`config.mk`:
```
export PLATFORM = sky130hd
export DESIGN_NAME = ldm_stm_sequencer_flat
export DESIGN_NICKNAME = d
export VERILOG_FILES = /design/src/rtl/ldm_stm_sequencer_pkg.sv /design/src/rtl/ldm_stm_sequencer_if.sv /design/src/rtl/ldm_stm_sequencer_lowest_set_bit.sv /design/src/rtl/ldm_stm_sequencer.sv /design/src/flat_wrapper.sv
export SDC_FILE = /design/constraint.sdc
export NUM_CORES = 1
export LEC_CHECK = 0
export ABC_AREA = 0
export CORE_MARGIN = 2
export CORE_UTILIZATION = 30
export CTS_CLUSTER_SIZE = 16
export DETAILED_ROUTE_END_ITERATION = 8
export DONT_BUFFER_PORTS = 1
export GPL_TIMING_DRIVEN = 0
export PLACE_DENSITY = 0.42
export SETUP_SLACK_MARGIN = 0.15
export SKIP_CTS_REPAIR_TIMING = 1
export SLEW_MARGIN = 20
export SYNTH_ARGS = -nofsm -noshare
export SYNTH_HDL_FRONTEND = slang
export SYNTH_HIERARCHICAL = 1
export SYNTH_SLANG_ARGS = --single-unit
```
`constraint.sdc`:
```
create_clock -name i_clk -period 8.5 [get_ports i_clk]
set_input_delay 1.7 -clock i_clk [delete_from_list [all_inputs] [get_ports i_clk]]
set_output_delay 1.7 -clock i_clk [all_outputs]
set_load 0.02 [all_outputs]
```
`src/rtl/ldm_stm_sequencer_pkg.sv`:
```
// Shared types and constants for the LDM/STM block-transfer sequencer.
package ldm_stm_sequencer_pkg;

  typedef enum logic [2:0] {
    StIdle,
    StSetup,
    StAccess,
    StWrite,
    StWb,
    StDone
  } state_e;

  localparam int unsigned WordBytes = 4;

  // Addressing-mode encodings, indexed by {P,U}
  localparam logic [1:0] ModeIa = 2'b01;
  localparam logic [1:0] ModeIb = 2'b11;
  localparam logic [1:0] ModeDa = 2'b00;
  localparam logic [1:0] ModeDb = 2'b10;

endpackage

```
`src/rtl/ldm_stm_sequencer_if.sv`:
```
// Command, memory and register-file signals of the LDM/STM sequencer.
interface ldm_stm_sequencer_if;
  logic        start;
  logic [15:0] reg_list;
  logic [31:0] base;
  logic [3:0]  rn;
  logic        l;
  logic        u;
  logic        p;
  logic        w;
  logic        moc;
  logic [31:0] mem_data;
  logic [31:0] mar;
  logic        mem_read;
  logic        mem_write;
  logic [3:0]  reg_addr_b;
  logic [3:0]  reg_addr_c;
  logic [31:0] reg_wr_data;
  logic        rf;
  logic        busy;
  logic        done;

  modport master (
    output start, reg_list, base, rn, l, u, p, w, moc, mem_data,
    input  mar, mem_read, mem_write, reg_addr_b, reg_addr_c, reg_wr_data, rf, busy, done
  );

  modport slave (
    input  start, reg_list, base, rn, l, u, p, w, moc, mem_data,
    output mar, mem_read, mem_write, reg_addr_b, reg_addr_c, reg_wr_data, rf, busy, done
  );
endinterface

```
`src/rtl/ldm_stm_sequencer_lowest_set_bit.sv`:
```
// Priority encoder: index of the lowest set bit of a 16-bit mask.
module ldm_stm_sequencer_lowest_set_bit (
  input  logic [15:0] i_mask,
  output logic [3:0]  o_index,
  output logic        o_valid
);
  always_comb begin
    o_index = '0;
    for (int i = 15; i >= 0; i--) begin
      if (i_mask[i]) o_index = 4'(i);
    end
    o_valid = |i_mask;
  end
endmodule

```
`src/rtl/ldm_stm_sequencer.sv`:
```
// LDM/STM sequencer: walks the register list in ascending order, one memory access
// per listed register, then optionally writes the updated base back to Rn.
module ldm_stm_sequencer
  import ldm_stm_sequencer_pkg::*;
(
  input  logic                  i_clk,
  input  logic                  i_rst,
  ldm_stm_sequencer_if.slave    io_bus
);
  localparam logic [31:0] Step = 32'(WordBytes);

  state_e      r_state, w_state_next, w_after;
  logic [15:0] r_mask, w_mask_clr;
  logic [31:0] r_base, r_addr, r_wb_val, r_data;
  logic [31:0] w_span, w_start_addr, w_wb_val;
  logic [3:0]  r_rn, w_cur;
  logic [4:0]  w_count;
  logic        r_l, r_u, r_p, r_w, r_wb_skip, w_cur_valid;

  ldm_stm_sequencer_lowest_set_bit u_lsb (
    .i_mask  (r_mask),
    .o_index (w_cur),
    .o_valid (w_cur_valid)
  );

  always_comb begin
    w_count = '0;
    for (int i = 0; i < 16; i++) w_count = w_count + {4'b0, r_mask[i]};
    w_span = {25'b0, w_count, 2'b0};
    case ({r_p, r_u})
      ModeIa:  w_start_addr = r_base;
      ModeIb:  w_start_addr = r_base + Step;
      ModeDa:  w_start_addr = r_base - w_span + Step;
      default: w_start_addr = r_base - w_span;
    endcase
    w_wb_val   = r_u ? r_base + w_span : r_base - w_span;
    w_mask_clr = r_mask & ~(16'h0001 << w_cur);
    // Loaded Rn beats the writeback value, so WB is skipped in that case
    if (|w_mask_clr)           w_after = StAccess;
    else if (r_w && !r_wb_skip) w_after = StWb;
    else                       w_after = StDone;
  end

  always_ff @(posedge i_clk or posedge i_rst) begin
    if (i_rst) r_state <= StIdle;
    else       r_state <= w_state_next;
  end

  always_comb begin
    w_state_next       = r_state;
    io_bus.mar         = '0;
    io_bus.mem_read    = 1'b0;
    io_bus.mem_write   = 1'b0;
    io_bus.reg_addr_b  = '0;
    io_bus.reg_addr_c  = '0;
    io_bus.reg_wr_data = '0;
    io_bus.rf          = 1'b0;
    io_bus.busy        = (r_state != StIdle);
    io_bus.done        = 1'b0;
    unique case (r_state)
      StIdle:  if (io_bus.start) w_state_next = StSetup;
      StSetup: w_state_next = w_cur_valid ? StAccess : StDone;
      StAccess: begin
        io_bus.mar       = r_addr;
        io_bus.mem_read  = r_l;
        io_bus.mem_write = !r_l;
        if (!r_l) io_bus.reg_addr_b = w_cur;
        if (io_bus.moc) w_state_next = r_l ? StWrite : w_after;
      end
      StWrite: begin
        io_bus.rf          = 1'b1;
        io_bus.reg_addr_c  = w_cur;
        io_bus.reg_wr_data = r_data;
        w_state_next       = w_after;
      end
      StWb: begin
        io_bus.rf          = 1'b1;
        io_bus.reg_addr_c  = r_rn;
        io_bus.reg_wr_data = r_wb_val;
        w_state_next       = StDone;
      end
      StDone: begin
        io_bus.done  = 1'b1;
        w_state_next = StIdle;
      end
      default: w_state_next = StIdle;
    endcase
  end

  always_ff @(posedge i_clk or posedge i_rst) begin
    if (i_rst) begin
      r_mask    <= '0;
      r_base    <= '0;
      r_addr    <= '0;
      r_wb_val  <= '0;
      r_data    <= '0;
      r_rn      <= '0;
      r_l       <= 1'b0;
      r_u       <= 1'b0;
      r_p       <= 1'b0;
      r_w       <= 1'b0;
      r_wb_skip <= 1'b0;
    end else begin
      case (r_state)
        StIdle: if (io_bus.start) begin
          r_mask    <= io_bus.reg_list;
          r_base    <= io_bus.base;
          r_rn      <= io_bus.rn;
          r_l       <= io_bus.l;
          r_u       <= io_bus.u;
          r_p       <= io_bus.p;
          r_w       <= io_bus.w;
          r_wb_skip <= io_bus.l && io_bus.reg_list[io_bus.rn];
        end
        StSetup: begin
          r_addr   <= w_start_addr;
          r_wb_val <= w_wb_val;
        end
        StAccess: if (io_bus.moc) begin
          if (r_l) begin
            r_data <= io_bus.mem_data;
          end else begin
            r_mask <= w_mask_clr;
            r_addr <= r_addr + Step;
          end
        end
        StWrite: begin
          r_mask <= w_mask_clr;
          r_addr <= r_addr + Step;
        end
        default: ;
      endcase
    end
  end
endmodule

```
`src/flat_wrapper.sv`:
```
// flat-port wrapper written by rule: the top's interface ports become plain ports
module ldm_stm_sequencer_flat import ldm_stm_sequencer_pkg::*;
  (i_clk, i_rst, io_bus_start, io_bus_reg_list, io_bus_base, io_bus_rn, io_bus_l, io_bus_u, io_bus_p, io_bus_w, io_bus_moc, io_bus_mem_data, io_bus_mar, io_bus_mem_read, io_bus_mem_write, io_bus_reg_addr_b, io_bus_reg_addr_c, io_bus_reg_wr_data, io_bus_rf, io_bus_busy, io_bus_done);
  ldm_stm_sequencer_if io_bus_i ();
  input  logic i_clk;
  input  logic i_rst;
  input wire logic [$bits(io_bus_i.start)-1:0] io_bus_start;
  input wire logic [$bits(io_bus_i.reg_list)-1:0] io_bus_reg_list;
  input wire logic [$bits(io_bus_i.base)-1:0] io_bus_base;
  input wire logic [$bits(io_bus_i.rn)-1:0] io_bus_rn;
  input wire logic [$bits(io_bus_i.l)-1:0] io_bus_l;
  input wire logic [$bits(io_bus_i.u)-1:0] io_bus_u;
  input wire logic [$bits(io_bus_i.p)-1:0] io_bus_p;
  input wire logic [$bits(io_bus_i.w)-1:0] io_bus_w;
  input wire logic [$bits(io_bus_i.moc)-1:0] io_bus_moc;
  input wire logic [$bits(io_bus_i.mem_data)-1:0] io_bus_mem_data;
  output wire logic [$bits(io_bus_i.mar)-1:0] io_bus_mar;
  output wire logic [$bits(io_bus_i.mem_read)-1:0] io_bus_mem_read;
  output wire logic [$bits(io_bus_i.mem_write)-1:0] io_bus_mem_write;
  output wire logic [$bits(io_bus_i.reg_addr_b)-1:0] io_bus_reg_addr_b;
  output wire logic [$bits(io_bus_i.reg_addr_c)-1:0] io_bus_reg_addr_c;
  output wire logic [$bits(io_bus_i.reg_wr_data)-1:0] io_bus_reg_wr_data;
  output wire logic [$bits(io_bus_i.rf)-1:0] io_bus_rf;
  output wire logic [$bits(io_bus_i.busy)-1:0] io_bus_busy;
  output wire logic [$bits(io_bus_i.done)-1:0] io_bus_done;
  assign io_bus_i.start = io_bus_start;
  assign io_bus_i.reg_list = io_bus_reg_list;
  assign io_bus_i.base = io_bus_base;
  assign io_bus_i.rn = io_bus_rn;
  assign io_bus_i.l = io_bus_l;
  assign io_bus_i.u = io_bus_u;
  assign io_bus_i.p = io_bus_p;
  assign io_bus_i.w = io_bus_w;
  assign io_bus_i.moc = io_bus_moc;
  assign io_bus_i.mem_data = io_bus_mem_data;
  assign io_bus_mar = io_bus_i.mar;
  assign io_bus_mem_read = io_bus_i.mem_read;
  assign io_bus_mem_write = io_bus_i.mem_write;
  assign io_bus_reg_addr_b = io_bus_i.reg_addr_b;
  assign io_bus_reg_addr_c = io_bus_i.reg_addr_c;
  assign io_bus_reg_wr_data = io_bus_i.reg_wr_data;
  assign io_bus_rf = io_bus_i.rf;
  assign io_bus_busy = io_bus_i.busy;
  assign io_bus_done = io_bus_i.done;
  ldm_stm_sequencer u_core (.i_clk(i_clk), .i_rst(i_rst), .io_bus(io_bus_i));
endmodule
```
==> run_1/power_grid.png <==
Scale bar: 50 um. Pins as bars on the die edge.
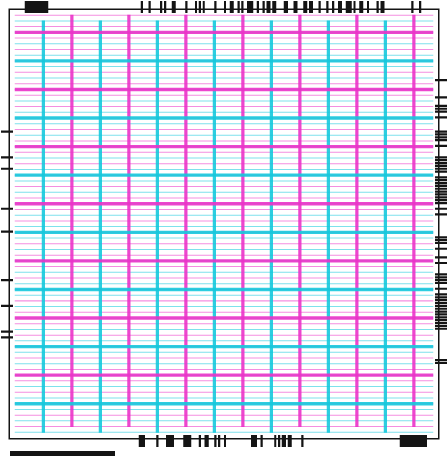
VDD -> magenta
VSS -> cyan
met5 straps = 14
met1 rails = 74

==> run_1/placement_by_type.png <==
Scale bar: 50 um.
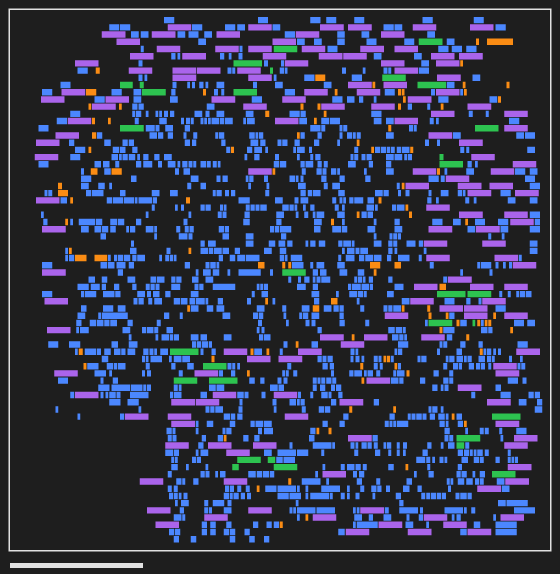
combinational and other logic -> blue  # cells 1,168
clock drivers and dummy loads -> green  # cells 31
remaining buffers and delay cells -> orange  # cells 105
sequential cells -> purple  # cells 156
Core ar.: 39,550 um^2
Seq area share: 0.2918
number of cell rows: 73

==> run_1/clk_routes.png <==
Scale bar: 50 um.
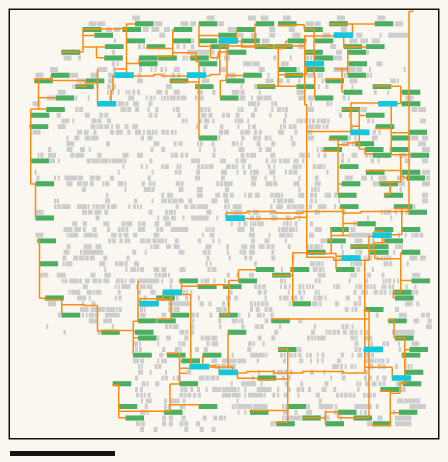
clock drivers -> cyan  # count 17
clock wires -> orange  # length 2,660 um
flip-flops -> green  # count 156
routed clock nets = 18

==> run_1/wires.png <==
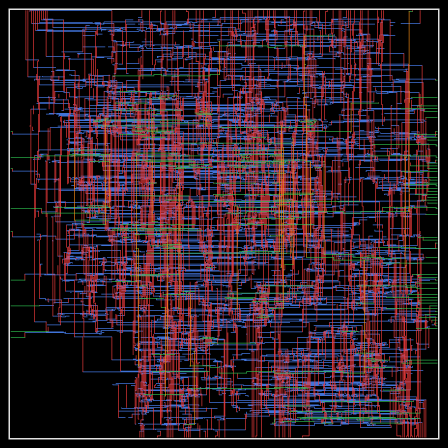
metal 2 -> red  # wire length 23.6 mm
metal 4 -> orange  # wire length 1,250 um
metal 3 -> green  # wire length 3,250 um
metal 1 -> blue  # wire length 23.7 mm

==> out/metrics.cfg, run 1 <==
[run_status]
status = finished, final reports clean

[setup_path]
critical_path.top_delay_family = adder cells
cp-end-kind = flop
cpMostUsedCell = fa_1
crit_buf_inv = 4
crit_path_top_delay_cell = a2111oi_4
crit_fanout = 10

[yosys]
top_cell_area_share = 0.3261
ys.flop_type = dfrtp_1
synth-seq-cells = 156
edf_count = 0
yosys.area.top_type = dfrtp_1
fp_nets = 1550
area_leaders = dfrtp_1 33%, mux2_2 6.1%, nand2_1 4.8%
synth-cells-yosys = 1425
syn_avg_cell_area_um2 = 8.400
syn_inst = 1425

[place]
dp_cells = 1951
placed_area_um2 = 12670
gp_congestion = 0.9368

[global_route]
grt_pass1_vias = 11310
track_usage = 0.2529
grt_pass1_wl_um = 76540
antenna_found_initial = 1

[detailed_routing]
routedWlPerCell_um = 26.05
drt_iter0_markers = 998
antenna_left = 0
drt_wl_total_um = 51730

[clock_network]
cts_htree_levels = 4
cts_buffers = 17
cts_tree = yes
cts.reportedPaths.clkPinSlew_ns = 0.06
clock-sinks = 156

[final_layout]
design_area_um2 = 13380
layout_top_cell = dfrtp_1
final_cell_mix = 156 x dfrtp_1, 153 x nand2_1, 108 x o21ai_0
drive_gt1_frac = 0.1027
fin_nets = 1573

[sta]
fin_setup_tns_ns = 0
fin_crit_ns = 7.744
holdWs_ns = 0.4667
hold_viol_final = 0
finClkSkew_ns = 0.01040
fin_crit_sh = 0.9111
rsz0062_at_grt = no
relSlewSlack = 0.2878

[floorplan]
floorplanUtilization = 0.3027

[flow_run]
maxCapViolations = 0

run 1: worst paths after layout:
| path | from | to | slack [ns] | depth (start not counted) |
|---|---|---|---|---|
| setup / recovery | u_core/r_mask[0] | u_core/r_addr[29] | 0.76 | 21 |
| hold / removal | u_core/r_addr[0] | u_core/r_addr[0] | 0.47 | 2 |
| max in group asynchronous | i_rst | u_core/r_addr[8] | 6.52 | 2 |
| min in group asynchronous | i_rst | u_core/r_data[22] | 1.12 | 1 |
| setup reg to reg | u_core/r_mask[0] | u_core/r_addr[29] | 0.76 | 21 |
| hold reg to reg | u_core/r_addr[0] | u_core/r_addr[0] | 0.47 | 2 |
run 1: final cells by class:
type	count	area (um^2)	area share
multi-input cells	1117	7451	0.5569
flip-flops and latches	156	3904	0.2918
well taps	525	656.9	0.04910
plain buffers	101	454.2	0.03395
clock buffers	20	446.7	0.03339
clock inverters	11	215.2	0.01609
inverters	51	198.9	0.01487
repair buffers	4	50.05	0.003741
diodes	1	2.502	0.0001870
run 1: cell families after synthesis:
kind of cell	count (synthesis)	share of synthesized area
mux	76	0.07557
flops	156	0.3261
buf+inv	152	0.05394
fa+ha+maj	33	0.04202
xor+xnor	64	0.04683
simple gates	547	0.2375
compound gates	397	0.2180
run 1: worst min-delay path, stage by stage, from the launching register on:
cell and delay [ns]:
dfrtp_1 0.33, nand2_1 0.05, nand2_1 0.05
run 1: routing by layer:
metal | track usage | vias up | share of wire
li1 | - | 5251 | -
met1 | 0.3582 | 5824 | 0.46
met2 | 0.3915 | 403 | 0.46
met3 | 0.04490 | 59 | 0.063
met4 | 0.07612 | 0 | 0.024
met5 | 0 | - | 0
==> run 2, diff against run 1 <==
- SYNTH_HIERARCHICAL: 1 -> not set
==> run_2/power_grid.png <==
Scale bar: 50 um. Pins as bars on the die edge.
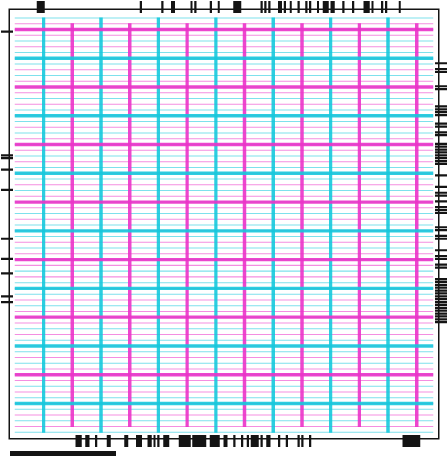
Die Height: 202.3 um
Chip Width: 202.3 um

==> run_2/placement_by_type.png <==
Scale bar: 50 um.
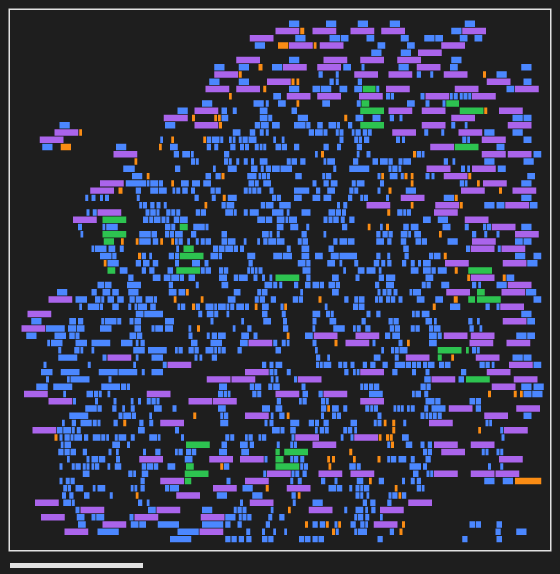
combinational and other logic -> blue  # cells 1,150
sequential cells -> purple  # cells 156
clock drivers and dummy loads -> green  # cells 32
remaining buffers and delay cells -> orange  # cells 107
Seq area share: 0.2993
number of cell rows: 72
Finished Cell Area: 13,040 um^2

==> run 2 against run 1 <==
  * Synthesized cell count decreased by 0.91%
  * Synthesized area shrank 1.4%
  * Core utilization fell by 0.16 points
  * Final cell count is 1.1% lower
  * Clock-buffer cell count unchanged
  * First-iteration DRC count shrank 6.0%
  * Cell area fell by 2.5%
  * Global-route usage is 1.8 points lower
==> out/metrics.cfg, run 2 <==
[sta]
fin_crit_ns = 7.929
finClkSkew_ns = 0.01580
holdWs_ns = 0.4845
hold_viol_final = 0
fin_setup_tns_ns = 0
fin_crit_sh = 0.9328

[setup_path]
rr_startpoint = u_core.r_mask[0]
r2r_end = u_core.r_addr[22]
crit_buf_inv = 4
rr_worst_depth = 22
cp-end-kind = flop
critical_path.top_delay_family = adder cells

[clock_network]
cts.reportedPaths.clkPinSlew_ns = 0.08
cts_buffers = 17
clock-sinks = 156
cts_tree = yes

[final_layout]
drive_gt1_frac = 0.09481
fin_nets = 1559
layout_top_cell = dfrtp_1

[yosys]
syn_inst = 1412
yosys.area.top_type = dfrtp_1
area_leaders = dfrtp_1 33%, mux2_2 6.2%, o21ai_0 5.3%
syn_avg_cell_area_um2 = 8.356
top_cell_area_share = 0.3309
fp_nets = 1539
synth-seq-cells = 156
synth-cells-yosys = 1412

[detailed_routing]
drt_wl_total_um = 48140
antenna_left = 0

[hold_path]
min_to = u_core.r_wb_val[27]
whs_path_depth = 2
hp-start = u_core.r_wb_val[27]

[floorplan]
floorplanUtilization = 0.3046
core_um2 = 38740

[flow_run]
maxCapViolations = 0

[place]
placed_area_um2 = 12480

[run_status]
status = finished, final reports clean

[global_route]
grt_util_met2 = 0.3823
grtUsageMet3 = 0.03579

==> run 2: worst max path at each step <==
stage	cells after the start	to	start
floorplan	22	u_core.r_addr[20]	u_core.r_mask[0]
global placement	1	u_core.r_base[12]	i_rst
detailed placement	22	u_core.r_addr[22]	u_core.r_mask[0]
global route	22	u_core.r_addr[22]	u_core.r_mask[0]
CTS	22	u_core.r_addr[22]	u_core.r_mask[0]
finish	22	u_core.r_addr[22]	u_core.r_mask[0]
==> run 2: per-stage QoR <==
stage / cells
after floorplan: 1412
after detailed placement: 1931
after CTS: 1963
final: 1964
after global placement: 1930
after global routing: 1963
==> run 2: kinds of logic (layout without fill, tap and decap cells) <==
kind of cell	after synthesis	after routing	synth area share
AND-OR/OR-AND	410	410	0.2242
XOR/XNOR	76	76	0.05705
adder cells (fa/ha/maj)	35	35	0.04475
flip-flops	156	156	0.3309
buffers and inverters	157	190	0.05164
other	0	1	0
AND/OR/NAND/NOR	500	500	0.2132
multiplexers	78	78	0.07837
==> run 2: cell type report <==
type	instances	area (um^2)
sequential	156	3904
buffer	106	417.9
clock buffer	20	456.7
inverter	51	198.9
antenna	1	2.502
fill	4177	25690
tap	518	648.1
clock inverter	12	100.1
timing repair buffer	1	27.53
multi-input combinational	1099	7287
==> run 2: routing by layer <==
| layer | part of all wire | up-vias |
|---|---|---|
| li1 | - | 5172 |
| met1 | 0.46 | 5739 |
| met2 | 0.47 | 368 |
| met3 | 0.050 | 54 |
| met4 | 0.020 | 0 |
| met5 | 0 | - |
==> run 3, diff against run 2 <==
- CORE_UTILIZATION: 30 -> 24
- PLACE_DENSITY: 0.42 -> 0.35
- SKIP_LAST_GASP: not set -> 1
==> run_3/clk_routes.png <==
Scale bar: 50 um.
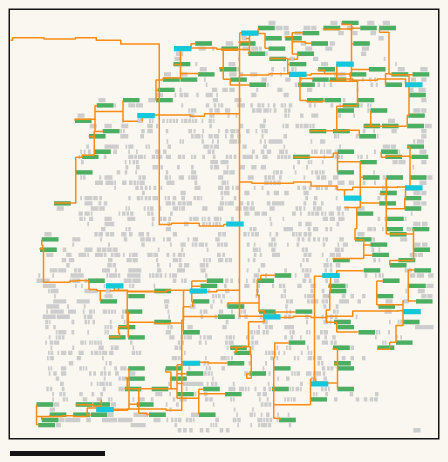
clock wires -> orange  # length 2,920 um
flip-flops -> green  # count 156
clock drivers -> cyan  # count 17
routed clock nets = 18
flops lie = widely spread

==> run_3/congestion.png <==
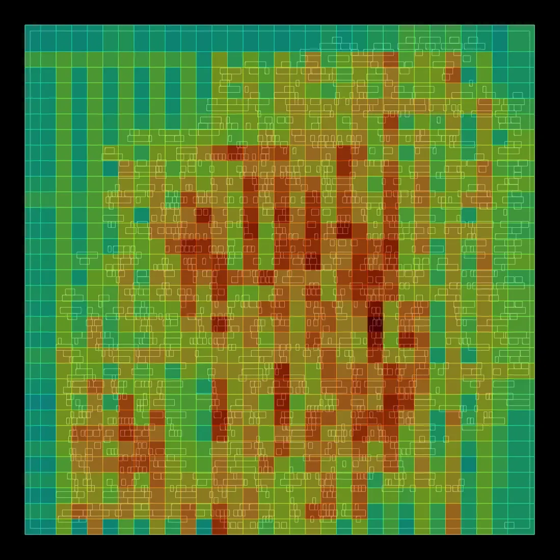
GRT Overall Usage: 0.2050
post-DR wirelength/cell: 24.28 um
met2 usage: 0.3368
GR peak layer: met2

==> run 3 against run 2 <==
  * Global-route usage decreased by 3.0 points
  * Critical endpoint is now u_core.r_addr[20]
  * Final cell count up 7.4%
  * Register-to-register slack improved by 0.27 ns
==> out/metrics.cfg, run 3 <==
[run_status]
status = finished, final reports clean

[sta]
hold_viol_final = 0
relSlewSlack = 0.2272
holdWs_ns = 0.4902
rsz0062_at_grt = no
fin_setup_tns_ns = 0
fin_crit_sh = 0.9007

[yosys]
top_cell_area_share = 0.3309
synth-compound-area-share = 0.2242
edf_count = 0
synthMuxAreaShare = 0.07837
ys.flop_type = dfrtp_1
ys_sh_xor = 0.05705
fp_nets = 1539
adder_share = 0.04475
synth-simple-area-share = 0.2131
yosys.area.top_type = dfrtp_1
logic_family = AND-OR/OR-AND gates
syn_inst = 1412
area_leaders = dfrtp_1 33%, mux2_2 6.2%, o21ai_0 5.3%
synth-seq-cells = 156

[clock_network]
cts.reportedPaths.clkPinSlew_ns = 0.07
clock-sinks = 156
cts_buffers = 17

[setup_path]
crit_fanout = 10
rr_worst_depth = 22

[floorplan]
fp.dieH_um = 225.7
die_x_um = 225.7
placement_rows = 81
taps = 664
floorplanUtilization = 0.2420
core_um2 = 48750

[final_layout]
seq_area_frac = 0.2943
diodes = 0
layout_top_cell = dfrtp_1
largest_cell_class = combinational gates
drive_gt1_frac = 0.09689
sh_comb_area = 0.5502
comb_cells = 1099
inverters_excl_clock = 51
final_cell_mix = 156 x dfrtp_1, 134 x nand2_1, 124 x o21ai_0
fin_nets = 1559
design_area_um2 = 13260
stdcell_count = 2109

[place]
gp_congestion = 0.8810
placed_area_um2 = 12660
dp_cells = 2077

[detailed_routing]
drt_wl_total_um = 51220
drt_iter0_markers = 876

[global_route]
grt_pass1_vias = 11110
grt_pass1_wl_um = 75880

[flow_run]
maxCapViolations = 0

[hold_path]
whs_path_depth = 2

[run 3: routing by layer]
| metal | global-route usage | share of wire |
|---|---|---|
| met5 | 0 | 0.00031 |
| met4 | 0.06003 | 0.021 |
| met3 | 0.04580 | 0.050 |
| met2 | 0.3368 | 0.48 |
| met1 | 0.2684 | 0.45 |
[run 3: critical path: stages, from the launching register on]
cell and delay, ns:
dfrtp_1 0.43, inv_1 0.12, ha_1 0.30, inv_1 0.07, fa_1 0.43, fa_1 0.50, fa_1 0.54, fa_1 0.43
fa_1 0.42, fa_1 0.52, inv_1 0.10, fa_1 0.49, or2_1 0.28, a211oi_1 0.29, clkbuf_1 0.44, o21ai_0 0.22
a22oi_2 0.31, nand4_1 0.26, or2_1 0.37, and3_1 0.21, or3_1 0.30, a31oi_1 0.39, o31ai_1 0.11
[run 3: worst paths after layout]
check / start / endpoint / slack (ns)
max reg2reg: u_core.r_mask[0] / u_core.r_addr[20] / 0.84
max: u_core.r_mask[0] / u_core.r_addr[20] / 0.84
max in group asynchronous: i_rst / u_core.r_base[12] / 6.52
min reg2reg: u_core.r_wb_val[22] / u_core.r_wb_val[22] / 0.49
min: u_core.r_wb_val[22] / u_core.r_wb_val[22] / 0.49
min in group asynchronous: i_rst / u_core.r_addr[0] / 1.11
[run 3: cell families after synthesis]
| family | after synthesis |
|---|---|
| compound gates | 410 |
| simple gates | 500 |
| xor+xnor | 76 |
| buf+inv | 157 |
| mux | 78 |
| fa+ha+maj | 35 |
| flops | 156 |
